File: config.mk
export PLATFORM = sky130hd
export DESIGN_NAME = systolic_act_skew_feeder
export DESIGN_NICKNAME = d
export VERILOG_FILES = /design/src/rtl/systolic_act_skew_feeder.sv
export SDC_FILE = /design/constraint.sdc
export NUM_CORES = 1
export LEC_CHECK = 0
export ABC_AREA = 1
export CAP_MARGIN = 10
export CORE_MARGIN = 3
export CORE_UTILIZATION = 44
export DETAILED_ROUTE_END_ITERATION = 7
export GPL_TIMING_DRIVEN = 1
export SYNTH_ARGS = -nofsm -noshare
export SYNTH_HDL_FRONTEND = slang
export SYNTH_SLANG_ARGS = --single-unit
File: constraint.sdc
create_clock -name clk -period 11.55 [get_ports clk]
set_input_delay 2.31 -clock clk [delete_from_list [all_inputs] [get_ports clk]]
set_output_delay 2.31 -clock clk [all_outputs]
set_load 0.05 [all_outputs]
File: src/rtl/systolic_act_skew_feeder.sv
// Activation feeder for one edge of the systolic array: buffers input vectors in a
// small FIFO and emits them diagonally skewed, lane r delayed r cycles behind lane 0.
module systolic_act_skew_feeder #(
  parameter int BW_ACT     = 8,
  parameter int ROWS       = 4,
  parameter int FIFO_DEPTH = 8
) (
  input  logic                   clk,
  input  logic                   reset_n,
  input  logic                   flush,
  input  logic                   start,
  input  logic                   in_valid,
  output logic                   in_ready,
  input  logic [ROWS*BW_ACT-1:0] in_act,
  input  logic                   in_last,
  output logic [ROWS*BW_ACT-1:0] out_act,
  output logic [ROWS-1:0]        out_mac_enable,
  output logic                   busy,
  output logic                   done
);

  localparam int AW = $clog2(FIFO_DEPTH);
  localparam int DW = ROWS*BW_ACT + 1;
  localparam int CW = $clog2(ROWS);

  localparam logic [AW:0]   PTR_ONE  = 1;
  localparam logic [CW-1:0] CNT_ONE  = 1;
  localparam logic [CW-1:0] CNT_INIT = CW'(ROWS-1);

  typedef enum logic [1:0] {IDLE, STREAM, DRAIN} state_e;

  state_e          state_q;
  logic [CW-1:0]   drain_cnt_q;
  logic            done_q;

  logic [DW-1:0]   mem_q [FIFO_DEPTH];
  logic [AW:0]     wr_ptr_q;
  logic [AW:0]     rd_ptr_q;
  logic [AW:0]     wr_ptr_d;
  logic [AW:0]     rd_ptr_d;

  logic            fifo_empty;
  logic            fifo_full;
  logic            push;
  logic            pop;
  logic [DW-1:0]   rd_data;
  logic            pop_last;
  logic [DW-2:0]   pop_act;

  // The extra wrap bit tells full (MSBs differ) apart from empty (pointers equal).
  assign fifo_empty = (wr_ptr_q == rd_ptr_q);
  assign fifo_full  = (wr_ptr_q[AW] != rd_ptr_q[AW]) &&
                      (wr_ptr_q[AW-1:0] == rd_ptr_q[AW-1:0]);

  assign in_ready = !fifo_full;
  assign push     = in_valid && !fifo_full && !flush;
  assign pop      = (state_q == STREAM) && !fifo_empty && !flush;

  assign rd_data  = mem_q[rd_ptr_q[AW-1:0]];
  assign pop_last = rd_data[DW-1];
  assign pop_act  = rd_data[DW-2:0];

  always_comb begin
    wr_ptr_d = wr_ptr_q;
    rd_ptr_d = rd_ptr_q;
    if (push) wr_ptr_d = wr_ptr_q + PTR_ONE;
    if (pop)  rd_ptr_d = rd_ptr_q + PTR_ONE;
  end

  always_ff @(posedge clk) begin
    if (push) mem_q[wr_ptr_q[AW-1:0]] <= {in_last, in_act};
  end

  always_ff @(posedge clk or negedge reset_n) begin
    if (!reset_n) begin
      wr_ptr_q <= '0;
      rd_ptr_q <= '0;
    end else if (flush) begin
      wr_ptr_q <= '0;
      rd_ptr_q <= '0;
    end else begin
      wr_ptr_q <= wr_ptr_d;
      rd_ptr_q <= rd_ptr_d;
    end
  end

  always_ff @(posedge clk or negedge reset_n) begin
    if (!reset_n) begin
      state_q     <= IDLE;
      drain_cnt_q <= '0;
      done_q      <= 1'b0;
    end else if (flush) begin
      state_q     <= IDLE;
      drain_cnt_q <= '0;
      done_q      <= 1'b0;
    end else begin
      done_q <= 1'b0;
      case (state_q)
        IDLE: begin
          if (start) state_q <= STREAM;
        end
        STREAM: begin
          if (pop && pop_last) begin
            state_q     <= DRAIN;
            drain_cnt_q <= CNT_INIT;
          end
        end
        DRAIN: begin
          // Done lands on the edge where the last vector reaches the far lane.
          if (drain_cnt_q == CNT_ONE) begin
            state_q     <= IDLE;
            drain_cnt_q <= '0;
            done_q      <= 1'b1;
          end else begin
            drain_cnt_q <= drain_cnt_q - CNT_ONE;
          end
        end
        default: state_q <= IDLE;
      endcase
    end
  end

  assign busy = (state_q != IDLE);
  assign done = done_q;

  for (genvar r = 0; r < ROWS; r++) begin : lane_g
    logic [BW_ACT-1:0] dat_q [r+1];
    logic              en_q  [r+1];

    // Every lane captures the pop at stage 0; lane r then walks r more stages.
    always_ff @(posedge clk or negedge reset_n) begin
      if (!reset_n) begin
        for (int s = 0; s <= r; s++) begin
          dat_q[s] <= '0;
          en_q[s]  <= 1'b0;
        end
      end else if (flush) begin
        for (int s = 0; s <= r; s++) begin
          dat_q[s] <= '0;
          en_q[s]  <= 1'b0;
        end
      end else begin
        dat_q[0] <= pop ? pop_act[r*BW_ACT +: BW_ACT] : '0;
        en_q[0]  <= pop;
        for (int s = 1; s <= r; s++) begin
          dat_q[s] <= dat_q[s-1];
          en_q[s]  <= en_q[s-1];
        end
      end
    end

    assign out_act[r*BW_ACT +: BW_ACT] = dat_q[r];
    assign out_mac_enable[r]           = en_q[r];
  end

endmodule

run_1/congestion_map.png
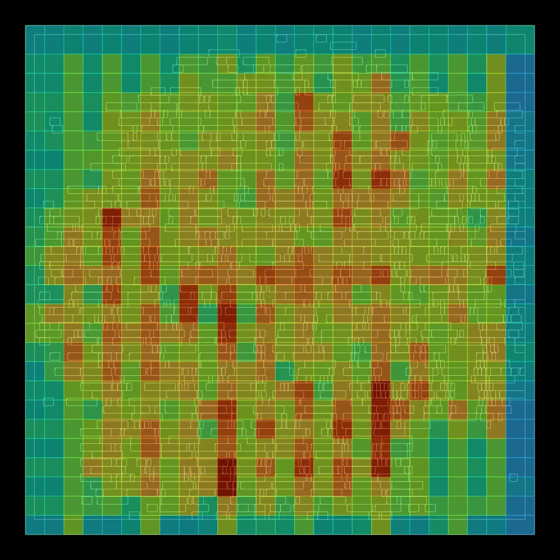
Final Core Density: 0.518
wire per inst: 18.1 µm

run_1/m4.png
Scale: 2 px per µm. Supply wires on this layer in gray.
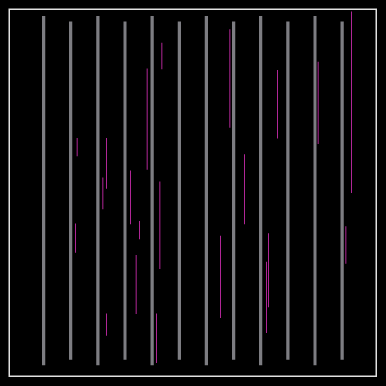
The layer holds 2.4% of the routed length. 12 nets have wire on it.
total wire length: 27.7 mm
routed vias: 7910

run_1/clock_wires.png
Scale: 2 px per µm.
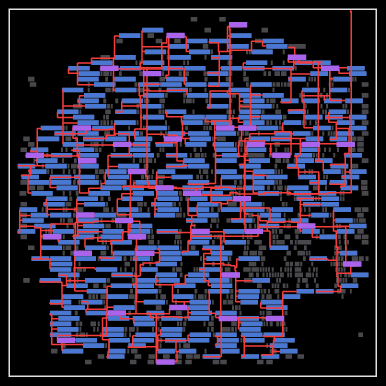
flip-flops: drawn in blue, count 361. clock-net drivers: drawn in purple, count 38. clock wires: drawn in red, length 3990 µm.
There are 39 routed clock nets.
worst clock skew: 0.0102 ns
clock power share: 0.384
clk pwr: 1160 µW
clk latency late pin: 0.51 ns

run_1/port_trees.png
Scale: 1.5 px per µm.
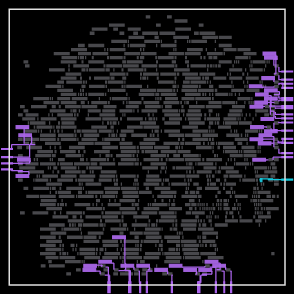
out_act: drawn in purple, bits 32, direction output, edge 16 east, 12 south, 4 west, end cells 32, wire 511 µm. start: drawn in cyan, bits 1, direction input, edge east, end cells 1, wire 20.3 µm.
port buffer count: 76
I/O pin count: 77

-- run 1: area by class of cell --
type / count / area (µm²) / area share
multi-input combinational: 540 / 2700 / 0.170
inverter: 71 / 274 / 0.0172
sequential: 361 / 10400 / 0.652
tap: 396 / 495 / 0.0312
clock buffer: 62 / 1170 / 0.0738
clock inverter: 7 / 41.3 / 0.00260
timing repair buffer: 90 / 858 / 0.0540
-- run 1: sequential cells by signal, summed over array words and instances, names as in the netlist --
| name | cells |
|---|---|
| mem_q | 264 |
| lane_g.dat_q | 56 |
| out_act | 24 |
| rd_ptr_q | 4 |
| wr_ptr_q | 4 |
| out_mac_enable | 3 |
| drain_cnt_q | 2 |
| state_q | 2 |
| done | 1 |
| lane_g.en_q | 1 |
-- run 1: path summary, 6_finish.rpt --
path                            slack (ns)  depth (start not counted)                  end                 from
worst max-delay path                  6.37                          6             in_ready          rd_ptr_q[0]
worst min-delay path                  0.45                          2  lane_g[3].dat_q[15]  lane_g[3].dat_q[23]
worst max register to register        8.05                          9         mem_q[2][22]          rd_ptr_q[0]
worst min register to register        0.45                          2  lane_g[3].dat_q[15]  lane_g[3].dat_q[23]
max in group asynchronous             8.60                          2          out_act[26]              reset_n
min in group asynchronous             1.82                          1          wr_ptr_q[3]              reset_n
-- run 1: worst max-delay path, stage by stage (launching register included) --
cell and delay (ns):
dfrtp_4 0.72, inv_4 0.47, nand2_1 0.10, nand2_1 0.10, nor2_2 0.05, nand2_1 0.10
clkdlybuf4s50_1 0.82
-- run 1: metal layers --
| layer | track usage | vias to the layer above | wire (µm) |
|---|---|---|---|
| met5 | 0 | - | 0 |
| met4 | 0.0472 | 0 | 650 |
| met3 | 0.0264 | 48 | 1460 |
| met2 | 0.265 | 215 | 12800 |
| met1 | 0.240 | 3873 | 12800 |
| li1 | - | 3774 | - |
==> reports/results.tsv, run 1 <==
stage	metric	value	unit
yosys	top_logic_kind	simple AND/OR/NAND/NOR gates	
final_timing	hold-worst-slack	0.454	ns
cts	ctsHoldBuffers	0	
pwr	intPower	2250	µW
finish	most-common-layout-cells	edfxtp_1, nor2_1, o21ai_0	
job	tool_warnings	26	
yosys	ys_sh_xor	0.00191	
outcome	outcome	completed	
worst_setup_path	cp_data_arrival_time	2.87	ns
finish	diodes	0	
yosys	synth_area_leader_cell	edfxtp_1	
pwr	p_leak	0.00581	µW
cts	cts.path.max_buffers	3	
yosys	ys_sh_aoi	0.0917	
worst_setup_path	crit_type	flip-flop to primary output	
worst_setup_path	end_kind	primary output	
placed_design	pre_cts_ws	6.77	ns
hold_path	hold_class	flip-flop to flip-flop	
cts	path_clk_slew	0.06	ns
final_timing	hold_viol_final	0	
floorplanning	num_rows	64	
final_timing	finalSetupTns	0	ns
worst_setup_path	path_max_fanout	60	
placed_design	dp_hpwl	14.5	mm
floorplanning	chipArea	33400	µm²
floorplanning	die_w	183	µm
pwr	power_density	190	nW/µm²
pwr	power-top-group	registers	
global_route	grt_pass1_wl	44.3	mm
route	dr.first_iter.drc_count	730	
global_route	grt_start_max_net_pins	93	
==> run 2: changes to the inputs <==
- clock period: 11.55 -> 4.5 ns (I/O delays scaled with it)
run_2/m4.png
Scale: 2 px per µm. Supply wires on this layer in gray.
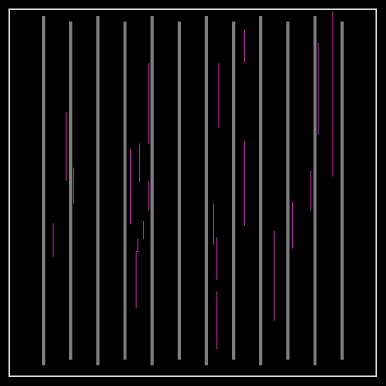
The wires run mostly vertical. The layer holds 2.1% of the routed length.

==> run 2 against run 1 <==
Net effect: die area stayed put; synthesized area did not move; clock power grew to 2.7 times the previous value; via count grew 0.54%; non-clock buffer count up 2; hold slack got worse by 0.0022 ns; clock skew grew 0.0025 ns; critical endpoint unchanged; largest cell class unchanged.
==> reports/results.tsv, run 2 <==
stage	metric	value	unit	change
cts	path_clk_slew	0.06	ns	about the same
route	routed-via-count	7953		+0.54%
worst_setup_path	crit_type	flip-flop to primary output		
placed_design	dp_hpwl	15.0	mm	+3.6%
final_timing	hold_viol_final	0		unchanged
worst_setup_path	reg2reg_depth	10		+1
global_route	grt_pass1_wl	44.5	mm	+0.44%
yosys	top_cell_area_share	0.577		
floorplanning	pin_count	77		unchanged
cts	clk_latency	0.52	ns	about the same
worst_setup_path	end_kind	primary output		
finish	final_cell_area	16000	µm²	
yosys	synth_area_leader_cell	edfxtp_1		
route	wl	28.0	mm	+1.4%
hold_path	holdPathEnd	lane_g[3].dat_q[17]		
outcome	outcome	completed		
floorplanning	chipArea	33400	µm²	unchanged
finish	diodes	0		unchanged
final_timing	finClkSkew	0.0127	ns	+0.00248 ns
pwr	p_leak	0.00585	µW	+0.72%
yosys	synth-seq-area-share	0.753		
finish	most-common-layout-cells	edfxtp_1, nor2_1, o21ai_0		
worst_setup_path	endpoint	in_ready		
floorplanning	num_rows	64		unchanged
job	tool_warnings	26		unchanged
cts	ctsHoldBuffers	0		unchanged
route	drtAntennaViolNets	0		
yosys	postSynthCellCount	1056		
final_timing	finalSetupTns	0	ns	unchanged
cts	cts_buffers	38		
pwr	power_density	496	nW/µm²	+160%
worst_setup_path	r2r_slack	1.14	ns	-6.91 ns
worst_setup_path	r2r-start	rd_ptr_q[0]		
floorplanning	die_w	183	µm	unchanged
worst_setup_path	path_max_fanout	54		-10%
route	dr.first_iter.drc_count	599		-18%
finish	largest_reg_flops	264		unchanged
hold_path	hold_class	flip-flop to flip-flop		
floorplanning	initial_core_util	0.448		
global_route	grt_start_max_net_pins	95		+2.2%
route	wl_per_cell	18.3	µm	+1.3%
worst_setup_path	required	3.60	ns	
hold_path	min_path_cells	2		unchanged
final_timing	tightest_slew	0.995	ns	
hold_path	min-delay-start	lane_g[3].dat_q[25]		
run_2/port_trees.png
Scale: 1.5 px per µm.
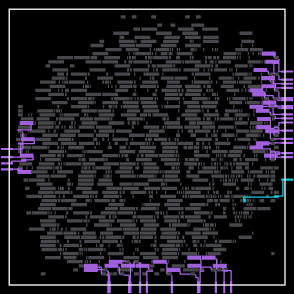
start: drawn in cyan, bits 1, direction input, edge east, end cells 1, wire 43.6 µm. out_act: drawn in purple, bits 32, direction output, edge 16 east, 12 south, 4 west, end cells 32, wire 518 µm.

==> run 2: cell counts after synthesis <==
Identical to the previous run, type by type.
==> run 2: kinds of logic after synthesis <==
kind of cell,share of synthesized area
fa+ha+maj,0.00273
compound gates,0.0917
buf+inv,0.0549
xor+xnor,0.00191
simple gates,0.0957
flops,0.753
==> run 2: where the power goes <==
part           switching [µW]  internal, µW
clock network            1220          1930
registers                83.0          3690
logic                     708           295
==> run 2: area by class of cell <==
type | instances | area (µm²)
clock buffers | 51 | 1090
fillers | 2572 | 14700
inverters | 71 | 274
flip-flops and latches | 361 | 10400
well taps | 396 | 495
clock inverters | 18 | 188
multi-input cells | 540 | 2700
repair buffers | 92 | 873
==> run 2: metrics by stage <==
stage	utilization	setup slack (ns)	hold WS, ns
6_report	0.521	0.771	0.452
3_5_place_dp	0.479	1.13	0.443
4_1_cts	0.521	0.752	0.456
5_1_grt	0.521	0.645	0.470
3_3_place_gp	0.479	1.19	0.436
2_1_floorplan	-	0.469	0.434
==> run 2: worst max-delay path: stages (launching register included) <==
cell and delay, ns:
dfrtp_4 0.69, inv_4 0.41, nand2_1 0.10, nand2_1 0.10, nor2_2 0.05, nand2_1 0.10
clkdlybuf4s50_1 0.82
==> run 2: metal layers <==
metal,routed length (µm),GRT usage
met2,13300,0.274
met3,1360,0.0280
met4,599,0.0481
met1,12800,0.239
met5,0,0
==> run 3: changes to the inputs <==
- clock period: 4.5 -> 3.55 ns (I/O delays scaled with it)
run_3/congestion_map.png
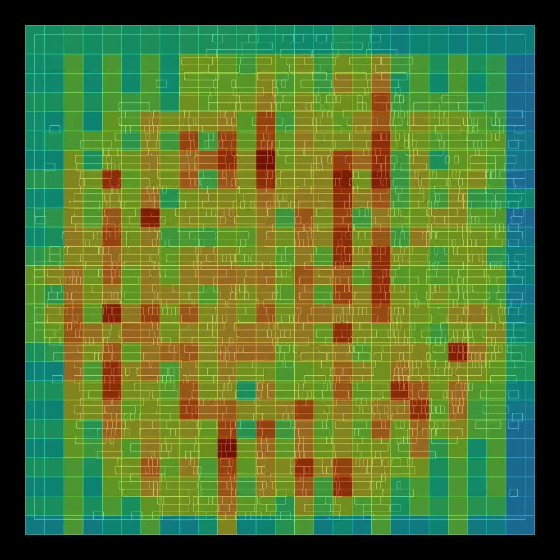
met3 Usage GRT: 0.0266
met2 usage: 0.270
Final Core Density: 0.522
grt peak-use layer: met2

==> run 3 against run 2 <==
Net effect: final area grew 0.13%; clock skew shrank 0.0012 ns; critical path depth grew 4; clock power grew 21%; critical endpoint is now mem_q[2][21]; hold slack lost 0.087 ns; count of clock-buffer cells in the layout grew 5; non-clock buffer count grew 5; via count grew 1.6%; highest routed layer unchanged; synthesized cell count is the same.
==> reports/results.tsv, run 3 <==
stage	metric	value	unit	change
pwr	p_comb	1360	µW	+36%
pwr	p_switching	2560	µW	+27%
final_timing	hold_viol_final	0		unchanged
outcome	outcome	completed		
final_timing	hold-worst-slack	0.365	ns	-0.0870 ns
yosys	top_cell_area_share	0.577		unchanged
yosys	synth-seq-area-share	0.753		unchanged
cts	cts_buffers	39		+2.6%
worst_setup_path	crit_type	flip-flop to flip-flop		
finish	most-common-layout-cells	edfxtp_1, nor2_1, o21ai_0		
finish	largest_reg_flops	264		unchanged
finish	diodes	0		unchanged
final_timing	tightest_slew	1.03	ns	+0.0360 ns
pwr	pwr-share-comb	0.137		+0.011
yosys	postSynthCellCount	1056		unchanged
cts	path_clk_slew	0.06	ns	about the same
pwr	clock_power	3810	µW	+21%
route	dr.first_iter.drc_count	635		+6.0%
floorplanning	pin_count	77		unchanged
worst_setup_path	end_kind	flip-flop		
floorplanning	num_rows	64		unchanged
cts	clk_latency	0.51	ns	about the same
global_route	grt_start_max_net_pins	82		-14%
run_3/util_map.png
Scale: 2 px per µm. 18 x 18 tiles, from dark blue (low) to red (high), 0 to 100% covered.
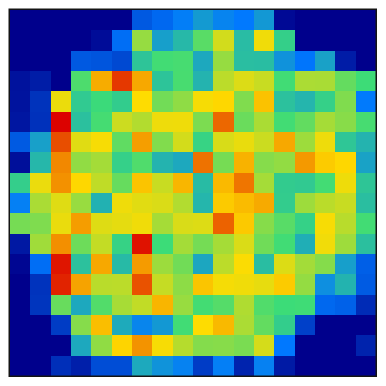
The mean over all tiles is 46%. The densest ninth of the die: center. 14% of the tiles are nearly empty. 13% of the tiles are over 75% full. The emptiest ninth of the die: north-west.
fp util: 0.448
Core Area: 30700 µm²

==> run 3: cell count changes in the layout (fill, tap and decap cells not counted), moves of 2 or more <==
cell	before	now
clkbuf_16	39	41
clkbuf_8	7	5
buf_4	17	20
bufinv_16	4	1
clkbuf_1	5	10
buf_12	0	3
==> run 3: path summary, 6_finish.rpt <==
path                            slack, ns               start      endpoint  cells after the start
worst max-delay path                 0.67         rd_ptr_q[0]  mem_q[2][21]                     10
worst min-delay path                 0.37             reset_n   rd_ptr_q[2]                      1
worst max register to register       0.67         rd_ptr_q[0]  mem_q[2][21]                     10
worst min register to register       0.45  lane_g[3].dat_q[9]   out_act[25]                      2
max in group asynchronous            2.41             reset_n   out_act[10]                      2
min in group clk                     0.45  lane_g[3].dat_q[9]   out_act[25]                      2
==> run 3: metal layers <==
metal,up-vias,wire [µm]
met2,222,13000
met4,0,803
li1,3790,-
met3,64,1440
met1,4003,12900
met5,-,0
==> run 3: worst reg2reg max path: cells and delay by family, from the launching register on <==
family | cells | cell delay, ns
flops | 1 | 0.42
simple gates | 8 | 1.15
buf+inv | 2 | 0.94
==> run 3: final cells by class <==
type / instances / area (µm²)
clock buffer: 56 / 1130
clock inverter: 14 / 88.8
fill: 2557 / 14700
inverter: 71 / 274
multi-input combinational: 540 / 2710
sequential: 361 / 10400
tap: 396 / 495
timing repair buffer: 97 / 946
==> run 3: stage by stage <==
stage                     setup slack [ns]  total power, µW  utilization
after global routing                 0.413            10300        0.522
after detailed placement             0.666             6190        0.482
after CTS                            0.653            10000        0.522
after global placement               0.725             6160        0.482
final                                0.665             9910        0.522
after floorplan                      0.130             5790            -
Power figures rest on the tool's default switching activity, not on a simulated workload.
